`config.mk`:
```
export PLATFORM = sky130hd
export DESIGN_NAME = fetch_req_sched_flat
export DESIGN_NICKNAME = d
export VERILOG_FILES = /design/src/rtl/fetch_req_sched_pkg.sv /design/src/rtl/fetch_req_sched_if.sv /design/src/rtl/fetch_req_sched_pc_queue.sv /design/src/rtl/fetch_req_sched.sv /design/src/flat_wrapper.sv
export SDC_FILE = /design/constraint.sdc
export NUM_CORES = 1
export LEC_CHECK = 0
export CAP_MARGIN = 15
export CORE_MARGIN = 2
export CORE_UTILIZATION = 39
export DETAILED_ROUTE_END_ITERATION = 16
export PLACE_DENSITY = 0.88
export SLEW_MARGIN = 15
export SYNTH_ARGS = -nofsm -noshare
export SYNTH_HDL_FRONTEND = slang
export SYNTH_HIERARCHICAL = 1
export SYNTH_SLANG_ARGS = --single-unit
```
`constraint.sdc`:
```
create_clock -name clk -period 3.8 [get_ports clk]
set_input_delay 1.14 -clock clk [delete_from_list [all_inputs] [get_ports clk]]
set_output_delay 1.14 -clock clk [all_outputs]
set_load 0.1 [all_outputs]
```
`src/rtl/fetch_req_sched_pkg.sv`:
```
// rtl/fetch_req_sched_pkg.sv - shared types and constants for the fetch request scheduler
package fetch_req_sched_pkg;

  typedef enum logic [1:0] {
    IDLE,
    FETCH,
    DRAIN
  } fetch_state_e;

  localparam int FETCH_BYTES   = 8;
  localparam int PC_ALIGN_BITS = 3;

  function automatic logic [63:0] pc_align(input logic [63:0] pc);
    return {pc[63:PC_ALIGN_BITS], {PC_ALIGN_BITS{1'b0}}};
  endfunction

endpackage

```
`src/rtl/fetch_req_sched_if.sv`:
```
// rtl/fetch_req_sched_if.sv - control, I-cache and fetch_fifo signals of the scheduler
interface fetch_req_sched_if #(
  parameter int PC_WIDTH = 32
);
  logic                fetch_enable;
  logic                branch_request;
  logic [PC_WIDTH-1:0] branch_pc;
  logic                icache_rd;
  logic [PC_WIDTH-1:0] icache_pc;
  logic                icache_accept;
  logic                icache_valid;
  logic [63:0]         icache_inst;
  logic                fifo_push;
  logic [63:0]         fifo_data;
  logic [PC_WIDTH-1:0] fifo_pc;
  logic                fifo_flush;
  logic                fifo_pop;

  modport master (
    input  fetch_enable, branch_request, branch_pc,
    input  icache_accept, icache_valid, icache_inst, fifo_pop,
    output icache_rd, icache_pc, fifo_push, fifo_data, fifo_pc, fifo_flush
  );

  modport slave (
    output fetch_enable, branch_request, branch_pc,
    output icache_accept, icache_valid, icache_inst, fifo_pop,
    input  icache_rd, icache_pc, fifo_push, fifo_data, fifo_pc, fifo_flush
  );
endinterface

```
`src/rtl/fetch_req_sched_pc_queue.sv`:
```
// rtl/fetch_req_sched_pc_queue.sv - in-order queue of PCs for accepted, unanswered reads
module fetch_req_sched_pc_queue #(
  parameter int PC_WIDTH = 32,
  parameter int DEPTH    = 2
) (
  input  logic                clk,
  input  logic                rst,
  input  logic                push,
  input  logic [PC_WIDTH-1:0] push_pc,
  input  logic                pop,
  output logic [PC_WIDTH-1:0] head
);
  localparam int PTR_W = (DEPTH > 1) ? $clog2(DEPTH) : 1;

  // No count here: the owner's inflight counter guarantees no overflow or underflow.
  logic [PC_WIDTH-1:0] mem [DEPTH];
  logic [PTR_W-1:0]    wr_ptr;
  logic [PTR_W-1:0]    rd_ptr;

  function automatic logic [PTR_W-1:0] next_ptr(input logic [PTR_W-1:0] p);
    return (p == PTR_W'(DEPTH - 1)) ? '0 : p + 1'b1;
  endfunction

  always_ff @(posedge clk or posedge rst) begin
    if (rst) begin
      wr_ptr <= '0;
      rd_ptr <= '0;
    end else begin
      if (push) wr_ptr <= next_ptr(wr_ptr);
      if (pop)  rd_ptr <= next_ptr(rd_ptr);
    end
  end

  always_ff @(posedge clk) begin
    if (push) mem[wr_ptr] <= push_pc;
  end

  assign head = mem[rd_ptr];

endmodule

```
`src/rtl/fetch_req_sched.sv`:
```
// rtl/fetch_req_sched.sv - credit-based I-cache fetch request scheduler feeding fetch_fifo
// Never issues a read whose response could overflow the FIFO; redirects flush and drop in-flight reads.
module fetch_req_sched
  import fetch_req_sched_pkg::*;
#(
  parameter int                PC_WIDTH     = 32,
  parameter int                FIFO_DEPTH   = 2,
  parameter int                MAX_INFLIGHT = 2,
  parameter logic [PC_WIDTH-1:0] RESET_PC   = PC_WIDTH'(32'h8000_0000)
) (
  input logic             clk,
  input logic             rst,
  fetch_req_sched_if.master bus
);
  localparam int CNT_W = $clog2(FIFO_DEPTH + MAX_INFLIGHT + 1);

  fetch_state_e        state_q, state_d;
  logic [CNT_W-1:0]    occ_q, occ_d;
  logic [CNT_W-1:0]    inflight_q, inflight_d;
  logic [CNT_W-1:0]    drop_q, drop_d;
  logic [PC_WIDTH-1:0] pc_q, pc_d;
  logic [PC_WIDTH-1:0] head_pc;

  logic redirect;
  logic rd;
  logic accepted;
  logic resp;
  logic dropping;
  logic push;
  logic pop_eff;

  always_comb begin
    redirect = bus.branch_request;
    rd       = (state_q == FETCH) && !redirect
               && ((occ_q + inflight_q) < CNT_W'(FIFO_DEPTH))
               && (inflight_q < CNT_W'(MAX_INFLIGHT));
    accepted = rd && bus.icache_accept;
    // A response with nothing outstanding (e.g. arriving after reset) is ignored.
    resp     = bus.icache_valid && (inflight_q != '0);
    dropping = (drop_q != '0);
    push     = resp && !dropping && !redirect;
    pop_eff  = bus.fifo_pop && (occ_q != '0);
  end

  always_comb begin
    inflight_d = inflight_q + CNT_W'(accepted) - CNT_W'(resp);
    occ_d      = occ_q;
    drop_d     = drop_q;
    pc_d       = pc_q;
    if (redirect) begin
      occ_d  = '0;
      drop_d = inflight_d;
      pc_d   = PC_WIDTH'(pc_align(64'(bus.branch_pc)));
    end else begin
      occ_d = occ_q + CNT_W'(push) - CNT_W'(pop_eff);
      if (resp && dropping) drop_d = drop_q - 1'b1;
      if (accepted) pc_d = pc_q + PC_WIDTH'(FETCH_BYTES);
    end
  end

  always_comb begin
    state_d = state_q;
    case (state_q)
      IDLE: begin
        if (bus.fetch_enable) state_d = FETCH;
      end
      FETCH: begin
        if (!bus.fetch_enable)                 state_d = IDLE;
        else if (redirect && (drop_d != '0))   state_d = DRAIN;
      end
      DRAIN: begin
        if (drop_d == '0) state_d = bus.fetch_enable ? FETCH : IDLE;
      end
      default: state_d = IDLE;
    endcase
  end

  always_ff @(posedge clk or posedge rst) begin
    if (rst) begin
      state_q    <= IDLE;
      occ_q      <= '0;
      inflight_q <= '0;
      drop_q     <= '0;
      pc_q       <= RESET_PC;
    end else begin
      state_q    <= state_d;
      occ_q      <= occ_d;
      inflight_q <= inflight_d;
      drop_q     <= drop_d;
      pc_q       <= pc_d;
    end
  end

  fetch_req_sched_pc_queue #(
    .PC_WIDTH (PC_WIDTH),
    .DEPTH    (MAX_INFLIGHT)
  ) u_pc_queue (
    .clk     (clk),
    .rst     (rst),
    .push    (accepted),
    .push_pc (pc_q),
    .pop     (resp),
    .head    (head_pc)
  );

  assign bus.icache_rd  = rd;
  assign bus.icache_pc  = pc_q;
  assign bus.fifo_push  = push;
  assign bus.fifo_data  = bus.icache_inst;
  assign bus.fifo_pc    = head_pc;
  assign bus.fifo_flush = redirect;

endmodule
```
`src/flat_wrapper.sv`:
```
// flat-port wrapper written by rule: the top's interface ports become plain ports
module fetch_req_sched_flat import fetch_req_sched_pkg::*;
#(
  parameter int                PC_WIDTH     = 32,
  parameter int                FIFO_DEPTH   = 2,
  parameter int                MAX_INFLIGHT = 2,
  parameter logic [PC_WIDTH-1:0] RESET_PC   = PC_WIDTH'(32'h8000_0000)
)
  (clk, rst, bus_fetch_enable, bus_branch_request, bus_branch_pc, bus_icache_accept, bus_icache_valid, bus_icache_inst, bus_fifo_pop, bus_icache_rd, bus_icache_pc, bus_fifo_push, bus_fifo_data, bus_fifo_pc, bus_fifo_flush);
  fetch_req_sched_if #(.PC_WIDTH(PC_WIDTH)) bus_i ();
  input logic clk;
  input logic rst;
  input wire logic [$bits(bus_i.fetch_enable)-1:0] bus_fetch_enable;
  input wire logic [$bits(bus_i.branch_request)-1:0] bus_branch_request;
  input wire logic [$bits(bus_i.branch_pc)-1:0] bus_branch_pc;
  input wire logic [$bits(bus_i.icache_accept)-1:0] bus_icache_accept;
  input wire logic [$bits(bus_i.icache_valid)-1:0] bus_icache_valid;
  input wire logic [$bits(bus_i.icache_inst)-1:0] bus_icache_inst;
  input wire logic [$bits(bus_i.fifo_pop)-1:0] bus_fifo_pop;
  output wire logic [$bits(bus_i.icache_rd)-1:0] bus_icache_rd;
  output wire logic [$bits(bus_i.icache_pc)-1:0] bus_icache_pc;
  output wire logic [$bits(bus_i.fifo_push)-1:0] bus_fifo_push;
  output wire logic [$bits(bus_i.fifo_data)-1:0] bus_fifo_data;
  output wire logic [$bits(bus_i.fifo_pc)-1:0] bus_fifo_pc;
  output wire logic [$bits(bus_i.fifo_flush)-1:0] bus_fifo_flush;
  assign bus_i.fetch_enable = bus_fetch_enable;
  assign bus_i.branch_request = bus_branch_request;
  assign bus_i.branch_pc = bus_branch_pc;
  assign bus_i.icache_accept = bus_icache_accept;
  assign bus_i.icache_valid = bus_icache_valid;
  assign bus_i.icache_inst = bus_icache_inst;
  assign bus_i.fifo_pop = bus_fifo_pop;
  assign bus_icache_rd = bus_i.icache_rd;
  assign bus_icache_pc = bus_i.icache_pc;
  assign bus_fifo_push = bus_i.fifo_push;
  assign bus_fifo_data = bus_i.fifo_data;
  assign bus_fifo_pc = bus_i.fifo_pc;
  assign bus_fifo_flush = bus_i.fifo_flush;
  fetch_req_sched #(.PC_WIDTH(PC_WIDTH), .FIFO_DEPTH(FIFO_DEPTH), .MAX_INFLIGHT(MAX_INFLIGHT), .RESET_PC(RESET_PC)) u_core (.clk(clk), .rst(rst), .bus(bus_i));
endmodule
```
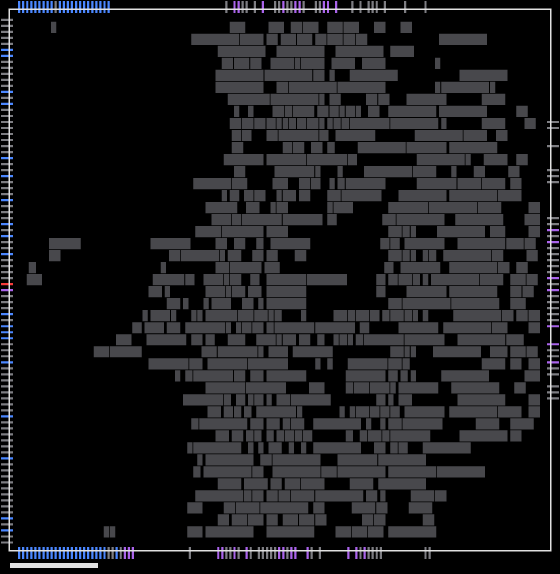
*Pin placement, run 1*
Scale bar: 20 um. Pins as bars across the die edge, other pins in grey.
colour	port	pins	direction	edge
blue	bus_icache_inst	64	input	23 bottom, 22 top, 19 left
red	bus_branch_request	1	input	left
purple	bus_branch_pc	32	input	15 bottom, 9 top, 7 right, 1 left

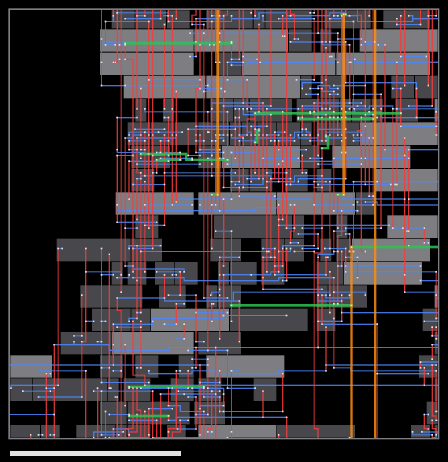
*Zoomed window, run 1*
Scale bar: 20 um. Window x 36 to 86, y 61 to 111 um. Cells in grey, sequential cells in the stronger grey; small squares are vias.
colour	layer
green	M3
red	M2
orange	M4
blue	M1
sequential cells in the window	23
cells with their middle in the window	126
most frequent	buf_4 (14), dfrtp_1 (12), edfxtp_1 (9)
netlist names of flops here include	u_core/bus.icache_pc (9), u_core/u_pc_queue/mem (9)

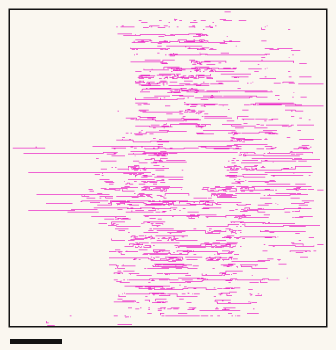
*Met1 routing, run 1*
Scale bar: 20 um.
share of all routed wire	35%
wire length on this layer	4390 um
main direction	horizontal
nets with wire on the layer	454
Vias: 3419
grt met1 use: 16.8%
final wirelength: 12700 um

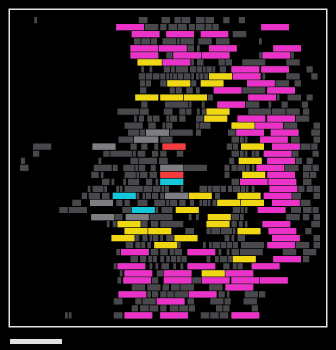
*Sequential cells coloured by netlist name, run 1*
Scale bar: 20 um.
colour	netlist name	placed flops
cyan	u_core/inflight_q	3
red	u_core/state_q	2
yellow	u_core/bus.icache_pc	29
magenta	u_core/u_pc_queue/mem	64
not coloured	8

==> notes.md, run 1 <==
fresh numbers from the pnr run: top cells by area, synth edfxtp_1, dfrtp_1, buf_4, TNS Setup 0 ps, I/O pins approximately 230, largest net degree at the start of global routing 33, final setup violating endpoints 0, Max FO, Critical Path 4, Finished Cell Area between 6000 and 7000 um^2, die height 122 um, crit path capture type flip-flop, global-route wire length before repair approximately 19000 um, share of post-route cells with drive strength above 1 27.6%, chip area approximately 15000 um^2, residual overflow from global routing 0, CP max stage delay 490 ps, detailed-route DRC error count 0, clock root buffer clkbuf_16, switching share of power 43.4%, Buffers on Ports just under 100, crit path DAT between 3000 and 4000 ps, final core utilization between 40 and 50%, Starting Density between 30% and 40%, # diodes 0, status finished clean
run 1: power by group through the flow:
stage	clock [uW]	sequential (uW)	combinational, uW
after detailed placement	0	1510	1950
after global placement	0	1510	1910
after global routing	952	1510	2040
after floorplan	0	1650	1800
after CTS	906	1490	1960
final	883	1490	1950
run 1: kinds of logic after synthesis:
group           synth area share, %
flops                          54.5
fa+ha+maj                      2.94
xor+xnor                       4.45
other cells                  0.0688
buf+inv                        12.7
compound gates                 5.18
simple gates                   11.0
mux                            9.18
run 1: area by class of cell:
type	instances	area, um^2	share of cell area [%]
Sequential cell	106	2980	46.9
Multi-Input combinational cell	236	1840	29.0
Clock buffer	13	272	4.28
Inverter	17	63.8	1.01
Timing Repair Buffer	110	946	14.9
Tap cell	180	225	3.55
Clock inverter	3	20.0	0.316
run 1: state kept, by name (all words and copies together), names as in the netlist:
signal                    cells
u_core/state_q                2
u_core/drop_q                 3
u_core/occ_q                  3
u_core/u_pc_queue/wr_ptr      1
u_core/inflight_q             3
u_core/bus.icache_pc         29
u_core/u_pc_queue/rd_ptr      1
u_core/u_pc_queue/mem        64
run 1: through the flow:
step,total power [uW],std cells,worst slack (ps)
CTS,4360,665,189
detailed placement,3470,649,53.1
finish,4320,665,189
global route,4500,665,29.7
floorplan,3450,441,83.1
global placement,3420,649,138
run 1: layout by cell type, fill, tap and decap left out, types with 9 or more instances in the layout:
| cell type | synthesis | routed |
|---|---|---|
| inv_1 | 16 | 15 |
| buf_4 | 70 | 72 |
| clkdlybuf4s50_1 | 0 | 34 |
| dfrtp_1 | 41 | 40 |
| clkbuf_16 | 0 | 10 |
| nand3_1 | 14 | 14 |
| mux2_4 | 29 | 29 |
| xor2_1 | 19 | 19 |
| conb_1 | 1 | 9 |
| nand4_1 | 14 | 14 |
| edfxtp_1 | 64 | 64 |
| nand2_1 | 37 | 37 |
| nor2_1 | 10 | 10 |
| o21ai_0 | 23 | 23 |
run 1: worst paths after layout:
kind / startpoint / to / slack [ps] / cells past startpoint
worst max-delay path: u_core/occ_q[1] / u_core/state_q[0] / 190 / 13
worst min-delay path: u_core/u_pc_queue/wr_ptr / u_core/u_pc_queue/wr_ptr / 540 / 1
worst min register to register: u_core/u_pc_queue/wr_ptr / u_core/u_pc_queue/wr_ptr / 540 / 1
max in group asynchronous: rst / u_core/bus.icache_pc[12] / 1920 / 3
worst max register to register: u_core/occ_q[1] / u_core/state_q[0] / 190 / 13
min in group asynchronous: rst / u_core/u_pc_queue/rd_ptr / 990 / 2
run 1: per-layer routing:
metal / part of all wire [%] / vias up / track usage [%]
li1: - / 1560 / -
met1: 35 / 1675 / 16.8
met2: 54 / 149 / 30.4
met3: 8.5 / 35 / 5.81
met4: 2.5 / 0 / 7.18
met5: 0 / - / 0
### Clock wiring as the flow saved it, run 1

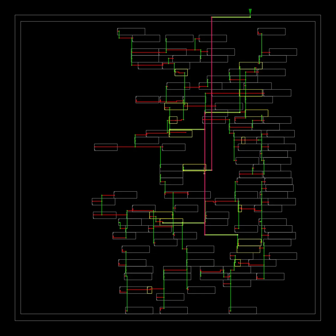

## Run 2: what changed since run 1
--- a/config.mk
+++ b/config.mk
@@ -6,12 +6,14 @@
 export NUM_CORES = 1
 export LEC_CHECK = 0
 export CAP_MARGIN = 15
+export CELL_PAD_IN_SITES_DETAIL_PLACEMENT = 0
+export CELL_PAD_IN_SITES_GLOBAL_PLACEMENT = 1
 export CORE_MARGIN = 2
-export CORE_UTILIZATION = 39
+export CORE_UTILIZATION = 43
 export DETAILED_ROUTE_END_ITERATION = 16
-export PLACE_DENSITY = 0.88
+export DONT_BUFFER_PORTS = 1
+export PLACE_DENSITY = 0.86
 export SLEW_MARGIN = 15
 export SYNTH_ARGS = -nofsm -noshare
 export SYNTH_HDL_FRONTEND = slang
-export SYNTH_HIERARCHICAL = 1
 export SYNTH_SLANG_ARGS = --single-unit
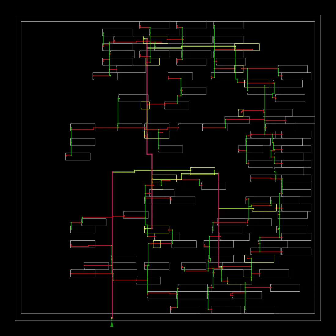
*Clock wiring as the flow saved it, run 2*
Clk. pwr: 940 uW
Final Skew: 4.97 ps
clk latency late pin: 350 ps
# clk buffers: 10
Flops: 100

==> notes.md, run 2 <==
fresh numbers from the pnr run: status finished clean (unchanged), hold_sp u_core.u_pc_queue.wr_ptr (was u_core/u_pc_queue/wr_ptr), Max FO, Critical Path 3 (was 4), Yosys warning total 0 (was 6), setup slack after layout 363 ps (was 189 ps), Finished Cell Area 5350 um^2 (was 6340 um^2), period utilization 90.5% (was 95.0%), DP Area 5040 um^2 (was 6050 um^2), most numerous logic cells after layout edfxtp_1, nand2_1, dfrtp_1, buf_4 (was buf_4, edfxtp_1, dfrtp_1, nand2_1, clkdlybuf4s50_1), global-route wire length before repair 18300 um (was 18700 um), final setup violating endpoints 0 (unchanged), crit path DAT 3730 ps (was 3880 ps), Netlist Area Pre-Place 5200 um^2 (was 5450 um^2), Critical Path Start u_core.inflight_q[1] (was u_core/occ_q[1]), residual overflow from global routing 0 (unchanged), Buffers on Ports 0 (was 99), Starting Density 43.7% (was 39.6%), sequential cell area 2790 um^2 (was 2980 um^2), Iter 0 DRT Violations 238 (was 237), crit path capture type flip-flop (unchanged), # diodes 0 (unchanged), clock root buffer clkbuf_16 (unchanged), largest net degree at the start of global routing 55 (was 33), Vias 3225 (was 3419), Synth cell types 47 (was 46), hold buffer count at CTS 0 (unchanged), syn avg cell area 11.5 um^2 (was 12.6 um^2), ys flop type edfxtp_1 (unchanged), die height 114 um (was 122 um), max reg flops 58 (was 64), final wirelength 12200 um (was 12700 um), most frequent logic cell in the layout edfxtp_1 (was buf_4), Resized cells post-CTS 0 (unchanged), Largest Register u_core.u_pc_queue.mem (was u_core/u_pc_queue/mem), share of post-route cells with drive strength above 1 20.6% (was 27.6%), chip area 13000 um^2 (was 14900 um^2), clock tree sinks 100 (was 106), Critical R2R Launch u_core.inflight_q[1] (was u_core/occ_q[1]), clk buf depth 2 (unchanged), top cells by area, synth edfxtp_1, dfrtp_1, buf_4 (unchanged), Place WS 184 ps (was 53.1 ps), detailed-route DRC error count 0 (unchanged), Logic area 1720 um^2 (was 1840 um^2), I/O pins 234 (unchanged), yosys stat area 5200 um^2 (was 5450 um^2)
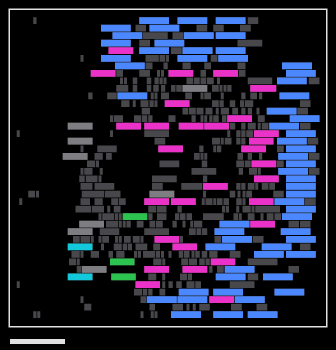
*Sequential cells coloured by netlist name, run 2*
Scale bar: 20 um.
colour	netlist name	placed flops
green	u_core.drop_q	3
blue	u_core.u_pc_queue.mem	58
magenta	u_core.bus.icache_pc	29
cyan	u_core.state_q	2
not coloured	8

run 2: path summary, 6_finish.rpt:
| check | end | slack [ps] | cells past startpoint |
|---|---|---|---|
| max | u_core.state_q[0] | 360 | 13 |
| min | u_core.u_pc_queue.wr_ptr | 530 | 1 |
| max reg2reg | u_core.state_q[0] | 360 | 13 |
| min reg2reg | u_core.u_pc_queue.wr_ptr | 530 | 1 |
| max in group asynchronous | u_core.bus.icache_pc[18] | 2340 | 1 |
| min in group asynchronous | u_core.bus.icache_pc[4] | 870 | 1 |
run 2: layout make-up:
cell class	instances	share of cell area [%]
Timing Repair Buffer	32	4.72
Tap cell	147	3.44
Sequential cell	100	52.2
Inverter	22	1.78
Clock buffer	10	4.46
Multi-Input combinational cell	247	32.1
Clock inverter	6	1.33
run 2: cells by family (layout without fill, tap and decap cells):
kind of cell | Yosys count | in the layout | synth area share (%)
other | 1 | 6 | 0.0721
AND/OR/NAND/NOR | 120 | 120 | 11.9
AND-OR/OR-AND | 71 | 71 | 9.10
buffers and inverters | 109 | 70 | 13.9
adder cells (fa/ha/maj) | 11 | 11 | 3.08
XOR/XNOR | 7 | 7 | 1.44
multiplexers | 32 | 32 | 6.86
flip-flops | 100 | 100 | 53.7
run 2: where the power goes:
part | internal, uW | switching (uW)
sequential | 1270 | 234
combinational | 375 | 1160
clock | 535 | 405
run 2: through the flow:
step                std cells  setup TNS [ps]  hold WS, ps  power, uW  utilization [%]
global route              564               0          541       4150             44.9
CTS                       564               0          523       4020             44.9
floorplan                 456           -89.6          478       3180                -
global placement          548               0          493       3040             42.3
detailed placement        548               0          513       3080             42.3
finish                    564               0          528       3980             44.9
run 2: metal layers:
metal | part of all wire, % | GRT usage [%] | vias to the layer above
met4 | 4.6 | 11.1 | 0
met3 | 9.9 | 6.16 | 43
met1 | 35 | 20.7 | 1539
met2 | 50 | 31.7 | 165
met5 | 0 | 0 | -
li1 | - | - | 1478
run 2: worst max-delay path, stage by stage, from the launching register on:
cell and delay, ps:
dfrtp_1 400, inv_1 100, fa_1 540, nand4b_1 170, or4b_1 640, clkinv_8 80, ha_1 130, inv_1 40
fa_1 370, xnor2_1 210, inv_1 80, o311a_1 310, nor3b_1 190, a31o_2 120
### Met1 routing, run 2

Scale bar: 20 um.
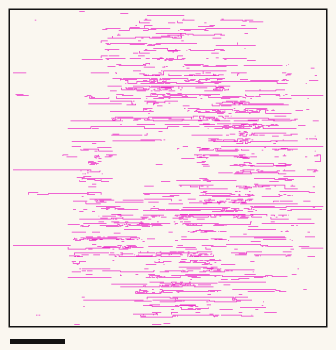

## Run 3: what changed since run 2
--- a/config.mk
+++ b/config.mk
@@ -8,11 +8,13 @@
 export CAP_MARGIN = 15
 export CELL_PAD_IN_SITES_DETAIL_PLACEMENT = 0
 export CELL_PAD_IN_SITES_GLOBAL_PLACEMENT = 1
+export CORE_ASPECT_RATIO = 0.5
 export CORE_MARGIN = 2
 export CORE_UTILIZATION = 43
 export DETAILED_ROUTE_END_ITERATION = 16
 export DONT_BUFFER_PORTS = 1
 export PLACE_DENSITY = 0.86
+export REMOVE_ABC_BUFFERS = 1
 export SLEW_MARGIN = 15
 export SYNTH_ARGS = -nofsm -noshare
 export SYNTH_HDL_FRONTEND = slang
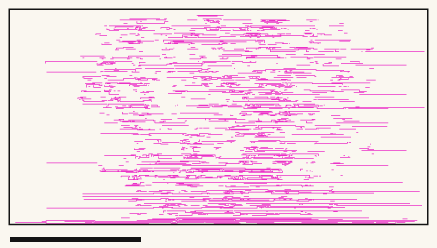
*Met1 routing, run 3*
Scale bar: 50 um.
share of all routed wire	40%
longest straight run	95.7 um
grt met1 use: 27.1%
Vias: 3341
final wirelength: 14800 um

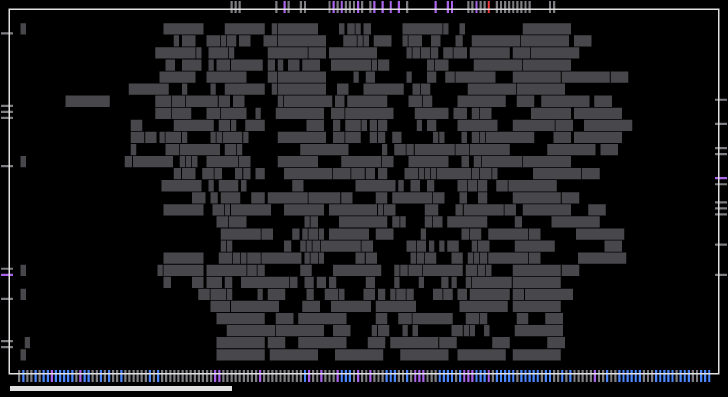
*Pin placement, run 3*
Scale bar: 50 um. Pins as bars across the die edge, other pins in grey.
colour	port	pins	direction	edge
purple	bus_branch_pc	32	input	18 bottom, 12 top, 1 right, 1 left
red	bus_branch_request	1	input	top
blue	bus_icache_inst	64	input	bottom
all pins by edge	170 bottom, 43 top, 11 right, 10 left

==> notes.md, run 3 <==
fresh numbers from the pnr run: hold buffer count at CTS 0 (unchanged), residual overflow from global routing 0 (unchanged), clock root buffer clkbuf_16 (unchanged), crit path kind reg -> reg (unchanged), # diodes 0 (unchanged), Final Skew 8.42 ps (was 4.97 ps), clock share of power 22.7% (was 23.6%), crit path capture type flip-flop (unchanged), Gate power share 39.7% (was 38.6%), Seq pwr share 37.7% (was 37.8%), CP dominant cell by count inv_1 (unchanged), top sig layer met5 (was met4), Synth cell types 47 (unchanged), Buffers on Ports 0 (unchanged), crit path DAT 3670 ps (was 3730 ps), switching share of power 45.3% (about the same), ys flop type edfxtp_1 (unchanged), Hold WS 478 ps (was 528 ps), Iter 0 DRT Violations 457 (was 238), share of post-route cells with drive strength above 1 20.0% (was 20.6%), hold depth 0 (was 1), Resized cells post-CTS 0 (unchanged), Power Internal 2160 uW (was 2180 uW), I/O pins 234 (unchanged), max reg flops 58 (unchanged), CP max stage delay 630 ps (was 640 ps), clock tree sinks 100 (unchanged), status finished clean (unchanged), clk buf depth 2 (unchanged), most numerous logic cells after layout edfxtp_1, nand2_1, dfrtp_1 (was edfxtp_1, nand2_1, dfrtp_1, buf_4), Net Switching 1790 uW (was 1800 uW), chip area 13000 um^2 (about the same), Yosys warning total 0 (unchanged), Max FO, Critical Path 3 (unchanged), period utilization 89.3% (was 90.5%), final setup violating endpoints 0 (unchanged), cell family with most CP delay adder cells (unchanged), most frequent logic cell in the layout edfxtp_1 (unchanged), top cells by area, synth edfxtp_1, dfrtp_1, buf_4 (unchanged), Finished Cell Area 5370 um^2 (was 5350 um^2), CP cell instances inv_1, fa_1, nand4b_1, or4b_1, clkinv_8, ha_1, inv_1, fa_1, xnor2_1, inv_1, o311a_1, nor3b_1, a31o_2 (unchanged), yosys stat area 5200 um^2 (unchanged), Largest Register u_core.u_pc_queue.mem (unchanged), WP depth 13 (unchanged), R2R depth 13 (unchanged), CP bufs+invs 4 (unchanged), clk latency late pin 340 ps (was 350 ps), Netlist Area Pre-Place 5200 um^2 (unchanged), Design Power 3940 uW (was 3980 uW), die height 81.8 um (was 114 um)
## run 3: cell counts after synthesis
No cell type changed its count.
## run 3: logic make-up after synthesis
group                      synth area share (%)
other                                    0.0721
adders and majority gates                  3.08
AOI/OAI and AO/OA                          9.10
muxes                                      6.86
and+or+nand+nor                            11.9
DFF                                        53.7
buffers and inverters                      13.9
xor gates and xnor gates                   1.44
## run 3: power groups by stage
stage | Combinational (uW) | Sequential [uW] | Clock, uW
floorplan | 1170 | 1670 | 0
global placement | 1560 | 1500 | 0
detailed placement | 1560 | 1510 | 0
CTS | 1570 | 1480 | 905
global route | 1650 | 1510 | 948
finish | 1560 | 1490 | 895
## run 3: per-layer routing
layer,track usage [%],vias to the layer above
met5,20.1,-
met4,5.73,8
met3,19.5,26
met2,28.8,224
met1,27.1,1611
li1,-,1472
## run 3: area by class of cell
class                   count  area [um^2]  area share [%]
flip-flops and latches    100         2790            52.1
inverters                  22         95.1            1.77
clock inverters             7         67.6            1.26
well taps                 165          206            3.85
clock buffers               9          225            4.20
repair buffers             31          265            4.94
multi-input cells         247         1710            31.9
## run 3: path summary, 6_finish.rpt
check / startpoint / endpoint / slack (ps)
max reg2reg: u_core.inflight_q[1] / u_core.state_q[0] / 410
min in group asynchronous: rst / u_core.bus.icache_pc[24] / 690
max: u_core.inflight_q[1] / u_core.state_q[0] / 410
max in group asynchronous: rst / u_core.bus.icache_pc[31] / 2330
min: u_core.bus.icache_pc[19] / u_core.u_pc_queue.mem[1][19] / 480
min reg2reg: u_core.bus.icache_pc[19] / u_core.u_pc_queue.mem[1][19] / 480
## run 3: stage by stage
stage | setup TNS (ps) | utilization (%) | setup slack (ps) | instances
final | 0 | 45.4 | 407 | 581
after global routing | 0 | 45.4 | 184 | 581
after CTS | 0 | 45.4 | 396 | 581
after detailed placement | 0 | 43.0 | 248 | 565
after global placement | 0 | 43.0 | 263 | 565
after floorplan | -5040 | - | -729 | 369
## run 3: worst register-to-register path: stages, from the launching register on
cell and delay [ps]:
dfrtp_1 400, inv_1 100, fa_1 550, nand4b_1 130, or4b_1 630, clkinv_8 80
ha_1 130, inv_1 50, fa_1 380, xnor2_1 210, inv_1 80, o311a_1 310
nor3b_1 170, a31o_2 120
Power is estimated from default activity; no workload was simulated.
